File: src/rtl/jx_cond_pkg.sv
// rtl/jx_cond_pkg.sv - shared defaults and sizing helper for the J1 input conditioner
package jx_cond_pkg;

  localparam int   WIDTH_DEF          = 6;
  localparam int   DEBOUNCE_TICKS_DEF = 4;
  localparam logic RESET_LEVEL_DEF    = 1'b0;

  // Counter must hold 0..DEBOUNCE_TICKS-1; sized with one spare code so ticks=1 still gets a bit
  function automatic int cnt_width(input int ticks);
    return $clog2(ticks + 1);
  endfunction

endpackage

File: src/rtl/jx_debounce_bit.sv
// rtl/jx_debounce_bit.sv - one input bit: 2-flop sync, CE-tick debounce, edge pulses, sticky rise flag
module jx_debounce_bit
  import jx_cond_pkg::*;
#(
  parameter int   DEBOUNCE_TICKS = DEBOUNCE_TICKS_DEF,
  parameter logic RESET_BIT      = RESET_LEVEL_DEF
) (
  input  logic clk,
  input  logic rst_n,
  input  logic ce,
  input  logic din,
  output logic level,
  output logic rise,
  output logic fall,
  output logic pend
);

  localparam int            CW       = cnt_width(DEBOUNCE_TICKS);
  localparam logic [CW-1:0] CNT_LAST = CW'(DEBOUNCE_TICKS - 1);

  logic          s1;
  logic          s2;
  logic          level_prev;
  logic [CW-1:0] cnt;

  // Two-flop synchronizer for the asynchronous pin
  always_ff @(posedge clk or negedge rst_n) begin
    if (!rst_n) begin
      s1 <= RESET_BIT;
      s2 <= RESET_BIT;
    end else begin
      s1 <= din;
      s2 <= s1;
    end
  end

  // Debounce: any cycle of agreement restarts the count; the level flips on the last CE tick
  always_ff @(posedge clk or negedge rst_n) begin
    if (!rst_n) begin
      cnt   <= '0;
      level <= RESET_BIT;
    end else if (s2 == level) begin
      cnt <= '0;
    end else if (ce) begin
      if (cnt == CNT_LAST) begin
        level <= s2;
        cnt   <= '0;
      end else begin
        cnt <= cnt + CW'(1);
      end
    end
  end

  // Edge pulses are registered one cycle behind the level change; reset seeds level_prev so no pulse
  always_ff @(posedge clk or negedge rst_n) begin
    if (!rst_n) begin
      level_prev <= RESET_BIT;
      rise       <= 1'b0;
      fall       <= 1'b0;
    end else begin
      level_prev <= level;
      rise       <= level & ~level_prev;
      fall       <= ~level & level_prev;
    end
  end

  // Sticky rise flag held until a CE cycle consumes it; a new rise beats a coincident CE
  always_ff @(posedge clk or negedge rst_n) begin
    if (!rst_n) begin
      pend <= 1'b0;
    end else if (rise) begin
      pend <= 1'b1;
    end else if (ce) begin
      pend <= 1'b0;
    end
  end

endmodule

File: src/rtl/jx_input_conditioner.sv
// rtl/jx_input_conditioner.sv - conditions raw J1 header pins into clean levels, edges and pending flags
module jx_input_conditioner
  import jx_cond_pkg::*;
#(
  parameter int               WIDTH          = WIDTH_DEF,
  parameter int               DEBOUNCE_TICKS = DEBOUNCE_TICKS_DEF,
  parameter logic [WIDTH-1:0] RESET_VAL      = {WIDTH{RESET_LEVEL_DEF}}
) (
  input  logic             CLK,
  input  logic             RESETN,
  input  logic             CE,
  input  logic [WIDTH-1:0] I,
  output logic [WIDTH-1:0] O,
  output logic [WIDTH-1:0] RISE,
  output logic [WIDTH-1:0] FALL,
  output logic [WIDTH-1:0] PEND
);

  // Independent per-bit conditioners; bits share only clock, reset and the CE tick
  for (genvar n = 0; n < WIDTH; n++) begin : g_bit
    jx_debounce_bit #(
      .DEBOUNCE_TICKS(DEBOUNCE_TICKS),
      .RESET_BIT     (RESET_VAL[n])
    ) u_bit (
      .clk  (CLK),
      .rst_n(RESETN),
      .ce   (CE),
      .din  (I[n]),
      .level(O[n]),
      .rise (RISE[n]),
      .fall (FALL[n]),
      .pend (PEND[n])
    );
  end

endmodule
File: config.mk
export PLATFORM = sky130hd
export DESIGN_NAME = jx_input_conditioner
export DESIGN_NICKNAME = d
export VERILOG_FILES = /design/src/rtl/jx_cond_pkg.sv /design/src/rtl/jx_debounce_bit.sv /design/src/rtl/jx_input_conditioner.sv
export SDC_FILE = /design/constraint.sdc
export NUM_CORES = 1
export LEC_CHECK = 0
export CORE_ASPECT_RATIO = 0.75
export CORE_MARGIN = 1
export CORE_UTILIZATION = 30
export CTS_CLUSTER_DIAMETER = 80
export DETAILED_ROUTE_END_ITERATION = 7
export RECOVER_POWER = 50
export SETUP_SLACK_MARGIN = 0.05
export SLEW_MARGIN = 20
export SYNTH_ARGS = -nofsm -noshare
export SYNTH_HDL_FRONTEND = slang
export SYNTH_HIERARCHICAL = 1
export SYNTH_SLANG_ARGS = --single-unit
export TNS_END_PERCENT = 50
File: constraint.sdc
create_clock -name CLK -period 1.2 [get_ports CLK]
set_clock_uncertainty 0.1 [all_clocks]
set_input_delay 0.3 -clock CLK [delete_from_list [all_inputs] [get_ports CLK]]
set_output_delay 0.3 -clock CLK [all_outputs]
set_load 0.05 [all_outputs]
**Run 1: sequential cells coloured by netlist name**

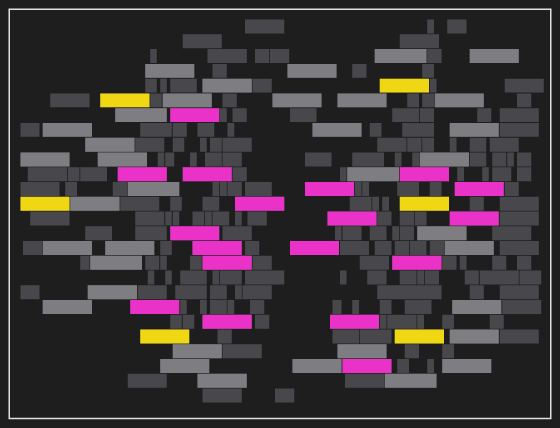
legend:
  `g_bit.u_bit/cnt`:
    colour: magenta
    placed_flops: 18
  `g_bit.u_bit/level_prev`:
    colour: yellow
    placed_flops: 6
not coloured: 36
Sequential cell area: 1510 µm²
P_seq: 3.25 mW
share of the core filled with cells in the final layout: 50.2%

**Run 1: clock wiring as the flow saved it**

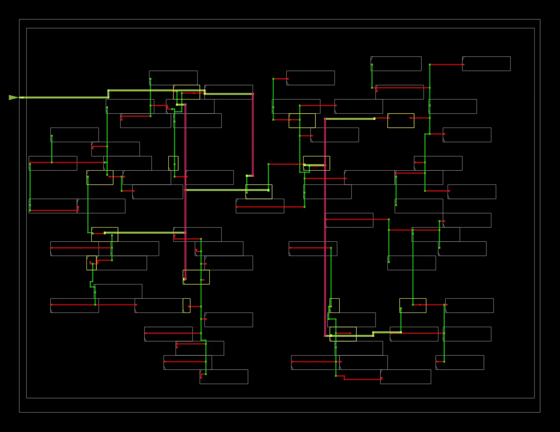
final-layout clock buffer total: 11
TritonCTS buffer count: 9
sequential cell count of the final layout: 60

==> reports/metrics.csv, run 1 <==
metric,value,unit
pre-CTS setup slack,-0.506,ns
post-route non-filler standard cell count,346,
dominant delay contributor by cell family on the critical path,flip-flops,
outcome,"complete, but fails checks",
most common library cells after synthesis,"60 x dfrtp_1, 18 x nand2_1, 18 x nor2_1, 12 x nor2b_1",
Layout non-clock buf frac,25.6,%
first-pass GRT wire length,6350,µm
shortest period the worst path allows,1.32,ns
post-synthesis cell type with the largest instance count,dfrtp_1,
MUX area fraction,5.96,%
Tot GR Track Use,11.8,%
pre-placement core utilization,31.2,%
ratio of final minimum period to clock period,110,%
CTS tree,yes,
violated checks,negative setup slack,
end of the critical path,O[5],
number of fillers in the final layout,589,
actual transition at the worst max-transition pin,0.453,ns
Min-Delay Endpoint,g_bit[4].u_bit/s2$_DFF_PN0_,
hold buffer count at cts,1,
M1 WL,1740,µm
total length of routed met2 wires,1800,µm
xor/xnor share,2.46,%
number of buffers added for setup after CTS,14,
cell chain of the critical path,buf_12,
count of H-tree levels built during CTS,3,
Post-Synth Simple-Gate Area,9.82,%
tally of nets with antenna violations remaining after routing,0,
Antenna diodes,0,
count of standard-cell rows,26,
worst min-delay path category,flop to flop,
Finished Cell Area,3440,µm²
number of cells in Yosys stat,162,
Clock Path Buffers,2,
adder and majority cell fraction of the synthesized area,3.51,%
Register-to-Register Path Depth,4,
TritonCTS sink count,60,
crit path from,g_bit[5].u_bit/level$_DFFE_PN0P_,
number of hold violations in the final report,0,
unrepaired setup endpoints after global routing,yes,
highest layer used for signal routing,met4,
vias per cell,4.14,
overall die area,7480,µm²
total cell area reported by yosys after synthesis,2140,µm²
number of nets in the layout,260,
maximum achievable frequency,760,MHz
clock network share of area,4.54,%
Top Layout Cells,"54 x dfrtp_1, 29 x buf_4, 25 x buf_12",
highest net fanout along the worst path,2,
PD cells,2740,nW/µm²
hold slack,0.247,ns
total power,9.42,mW
critical register-to-register path startpoint,g_bit[4].u_bit/cnt[0]$_DFFE_PN0P_,
overall overflow remaining after global route,0,
Worst Min Path Start,g_bit[4].u_bit/s1$_DFF_PN0_,
Post-synth ARST share,100,%
Largest register FFs,18,
"Inverters, non-clock",12,
master of the slowest instance on the critical path,dfrtp_2,
fraction of layout cells with a size suffix above 1,48.0,%
number of well taps,98,
Worst Path Buf+Inv,1,
Final setup viols,32,
Leakage,1.67,nW
worst hold path cell count,0,
placed standard-cell area,2990,µm²
detailed router's first-iteration violation count,17,
Top area cell types,"dfrtp_1 70%, ha_1 3.5%, nor2b_1 3.5%, nand2_1 3.2%, nor2_1 3.2%",
Pre-Repair DR Iteration Count,3,
sort of element at the start of the critical path,flop,
wire length per cell after detailed routing,11.0,µm
"Area growth, synth to finish",60.9,%
design internal power,5.95,mW
global routing met2 resource utilization,18.8,%
area of the mapped netlist,2140,µm²
normalized max-slew margin,69.8,%
Worst Path Required,0.80,ns
clock slew at the register clock pins of the worst setup and hold paths,0.06,ns
share of power burned in the clock network,15.6,%
flops out of synthesis,60,
DRC violations left,0,
CP peak stage delay,0.43,ns
Post-Synthesis Mean Instance Area,13.2,µm²
minimum setup slack among reg-to-reg paths,-0.06,ns
share of cell area taken by multi-input logic gates,21.2,%
number of placed cells counting well taps,308,
share of synthesized area occupied by flip-flops and latches,70.2,%
dominant kind of combinational cell,simple AND/OR/NAND/NOR gates,
final worst-path setup slack,-0.117,ns
number of global-route vias before repair,1467,
last weighted congestion value of the routability-driven placer,0.729,
clock latency on the worst-skew pair,0.33,ns
met3 routed WL,174,µm
Multi-input comb cells,90,
Combinational Power Share,50.0,%
count of yosys warnings during synthesis,6,
count of different cell masters after synthesis,13,
**Run 1: power grid**

Pins as bars on the die edge.
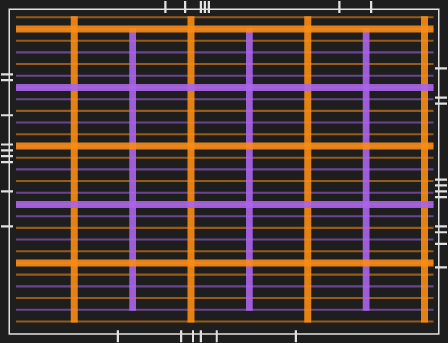
legend:
  VDD:
    colour: purple
  VSS:
    colour: orange
met4 straps: 7
met5 straps: 5
rows: 26
met1 rails: 27
vertical die dimension: 75.1 µm
maximum vdd drop: 1.93 mV
core region area: 6860 µm²
width of the chip: 99.5 µm

**Run 1: M1 wires**

Supply wires on this layer in grey.
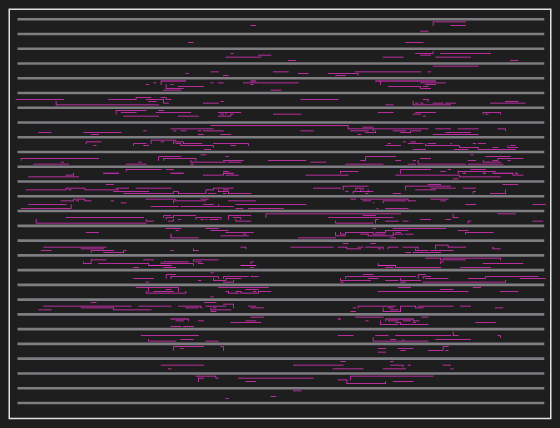
main direction: horizontal
longest straight run: 25.3 µm
GR met1 Demand/Resource: 13.4%
count of vias placed by the detailed router: 1432
wire length after detailed routing: 3810 µm

**Run 1: gate-type map**

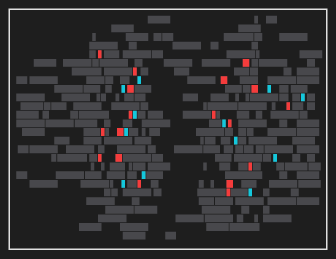

## Run 2: what changed since run 1
Settings changed: REMOVE_ABC_BUFFERS from default to 1.
**Run 2: gate-type map**

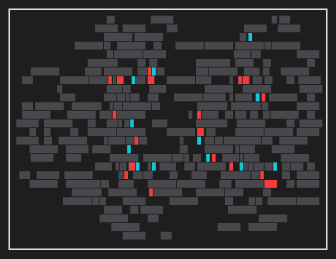
legend:
  inv cells:
    colour: cyan
    cells: 12
  nand cells:
    colour: red
    cells: 18
    most_used: nand2_1
post-route non-filler standard cell count: 343
top logic cell by instance count in the layout: dfrtp_1

**Run 2: clock wiring as the flow saved it**

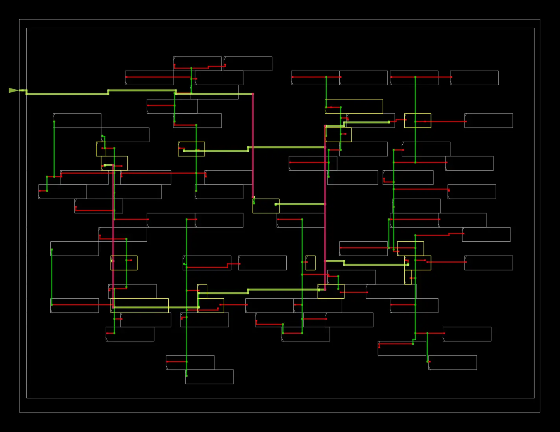
Clock group: 1.98 mW
clock latency on the worst-skew pair: 0.34 ns
TritonCTS sink count: 60

**Run 2: M1 wires**

Supply wires on this layer in grey.
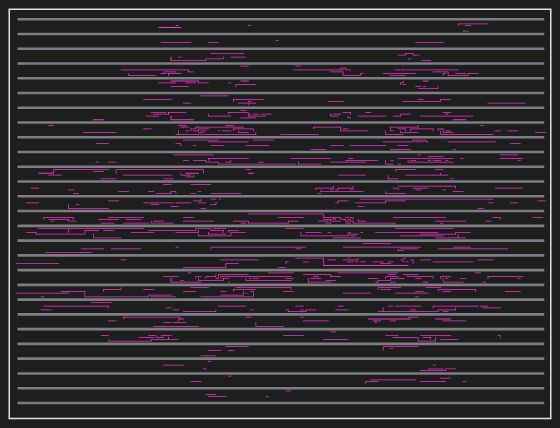
longest straight run: 24.4 µm
wire length on this layer: 1680 µm
share of all routed wire: 42%
count of vias placed by the detailed router: 1443
wire length after detailed routing: 4020 µm
GR met1 Demand/Resource: 13.2%

==> run 2 against run 1 <==
  * The flow still finishes with violations (negative setup slack)
  * Synthesized cell count is the same
  * Synthesized area unchanged
  * Routed wire length increased by 5.7%
  * Cell count decreased by 0.87%
  * Register-to-register slack about the same
  * Clock power up 35%
  * Die size unchanged
  * Largest power group unchanged
  * Sequential share of layout area fell by 1.1 points
  * Largest cell class unchanged
  * Sequential power increased by 2%
  * Design area grew 2.5%
==> reports/metrics.csv, run 2 <==
metric,value,unit
minimum setup slack among reg-to-reg paths,-0.07,ns
unrepaired setup endpoints after global routing,yes,
final-layout clock buffer total,11,
number of buffers added for setup after CTS,14,
first-pass GRT wire length,6540,µm
Top area cell types,"dfrtp_1 70%, ha_1 3.5%, nor2b_1 3.5%, nand2_1 3.2%, nor2_1 3.2%",
maximum number of pins on one net before global-route repair,61,
width of the chip,99.5,µm
normalized max-slew margin,79.1,%
number of well taps,98,
design internal power,6.47,mW
PostCTS Resize Cnt,35,
CTS tree,yes,
ratio of final minimum period to clock period,113,%
register name with the most flops,g_bit.u_bit/cnt,
Worst Path Buf+Inv,1,
dominant delay contributor by cell family on the critical path,flip-flops,
met3 routed WL,221,µm
fraction of layout cells with a size suffix above 1,48.6,%
Largest cell class,sequential cells,
clock slew at the register clock pins of the worst setup and hold paths,0.07,ns
hold slack,0.247,ns
logic depth of the worst setup path including buffers,1,
DRC violations left,0,
xor/xnor share,2.46,%
count of maximum capacitance violations,0,
count of yosys warnings during synthesis,6,
master of the slowest instance on the critical path,dfrtp_2,
total power,10.1,mW
placed standard-cell area,2930,µm²
met3 layer usage reported by global route,5.66,%
Layout non-clock buf frac,24.7,%
Top Layout Cells,"54 x dfrtp_1, 31 x buf_4, 26 x buf_12",
sequential share of power,32.8,%
Tot GR Track Use,12.2,%
number of placed cells counting well taps,304,
pre-placement core utilization,31.2,%
number of cells in Yosys stat,162,
count of H-tree levels built during CTS,3,
flip-flop and latch share of the layout cell area,42.7,%
post-synthesis cell type with the largest instance count,dfrtp_1,
sort of element at the start of the critical path,flop,
P_seq,3.30,mW
count of different cell masters after synthesis,13,
Worst Min Path Start,g_bit[1].u_bit/s1$_DFF_PN0_,
Finished Cell Area,3530,µm²
pre-CTS setup slack,-0.534,ns
share of cell area taken by multi-input logic gates,21.7,%
last weighted congestion value of the routability-driven placer,0.697,
Min-Delay Endpoint,g_bit[1].u_bit/s2$_DFF_PN0_,
vertical die dimension,75.1,µm
detailed router's first-iteration violation count,30,
flops out of synthesis,60,
Sequential cell area,1510,µm²
total length of routed met2 wires,2040,µm
overall die area,7480,µm²
post-synth tally of flip-flops with integrated enable,0,
actual transition at the worst max-transition pin,0.314,ns
worst min-delay path category,flop to flop,
MUX area fraction,5.96,%
cell type contributing the most total cell area after synthesis,dfrtp_1,
sequential cell count of the final layout,60,
maximum achievable frequency,738,MHz
Final setup viols,32,
outcome,"complete, but fails checks",
vias per cell,4.21,
Combinational Power Share,47.5,%
highest net fanout along the worst path,5,
global routing met2 resource utilization,20.4,%
final worst-path setup slack,-0.156,ns
total cell area reported by yosys after synthesis,2140,µm²
Multi-input comb cells,90,
number of global-route vias before repair,1475,
Detailed Place HPWL,2250,µm
TritonCTS buffer count,9,
core region area,6860,µm²
hold buffer count at cts,1,
number of top-level pins,33,
PD cells,2850,nW/µm²
number of nets in the layout,255,
highest layer used for signal routing,met4,
adder and majority cell fraction of the synthesized area,3.51,%
crit path from,g_bit[2].u_bit/level$_DFFE_PN0P_,
overall overflow remaining after global route,0,
end of the critical path,O[2],
"Inverters, non-clock",12,
Register-to-Register Path Depth,4,
area of the mapped netlist,2140,µm²
shortest period the worst path allows,1.36,ns
worst reg2reg path endpoint,g_bit[0].u_bit/level$_DFFE_PN0P_,
Post-Synthesis Mean Instance Area,13.2,µm²
Largest register FFs,18,
Antenna diodes,0,
M1 WL,1680,µm
Leakage,1.71,nW
Pre-Repair DR Iteration Count,4,
violated checks,negative setup slack,
critical register-to-register path startpoint,g_bit[0].u_bit/cnt[0]$_DFFE_PN0P_,
tool warning count,27,
maximum vdd drop,1.33,mV
dominant kind of combinational cell,simple AND/OR/NAND/NOR gates,
CP peak stage delay,0.45,ns
number of fillers in the final layout,572,
count of standard-cell rows,26,
most common library cells after synthesis,"60 x dfrtp_1, 18 x nand2_1, 18 x nor2_1, 12 x nor2b_1",
clock network share of area,6.13,%
worst hold path cell count,0,
share of synthesized area occupied by flip-flops and latches,70.2,%
"Area growth, synth to finish",65.0,%
root cell of the clock tree,clkbuf_8,
Mapped Cells,162,
Clock Path Buffers,2,
sw frac,35.7,%
antenna violations before repair,0,
wire length per cell after detailed routing,11.7,µm
share of power burned in the clock network,19.7,%
tally of nets with antenna violations remaining after routing,0,
share of the core filled with cells in the final layout,51.4,%
Worst Path Required,0.80,ns
predominant post-synthesis flop cell,dfrtp_1,
Post-Synth Simple-Gate Area,9.82,%
Post-synth ARST share,100,%
cell chain of the critical path,buf_12,
number of hold violations in the final report,0,
Power is estimated from default activity; no workload was simulated.
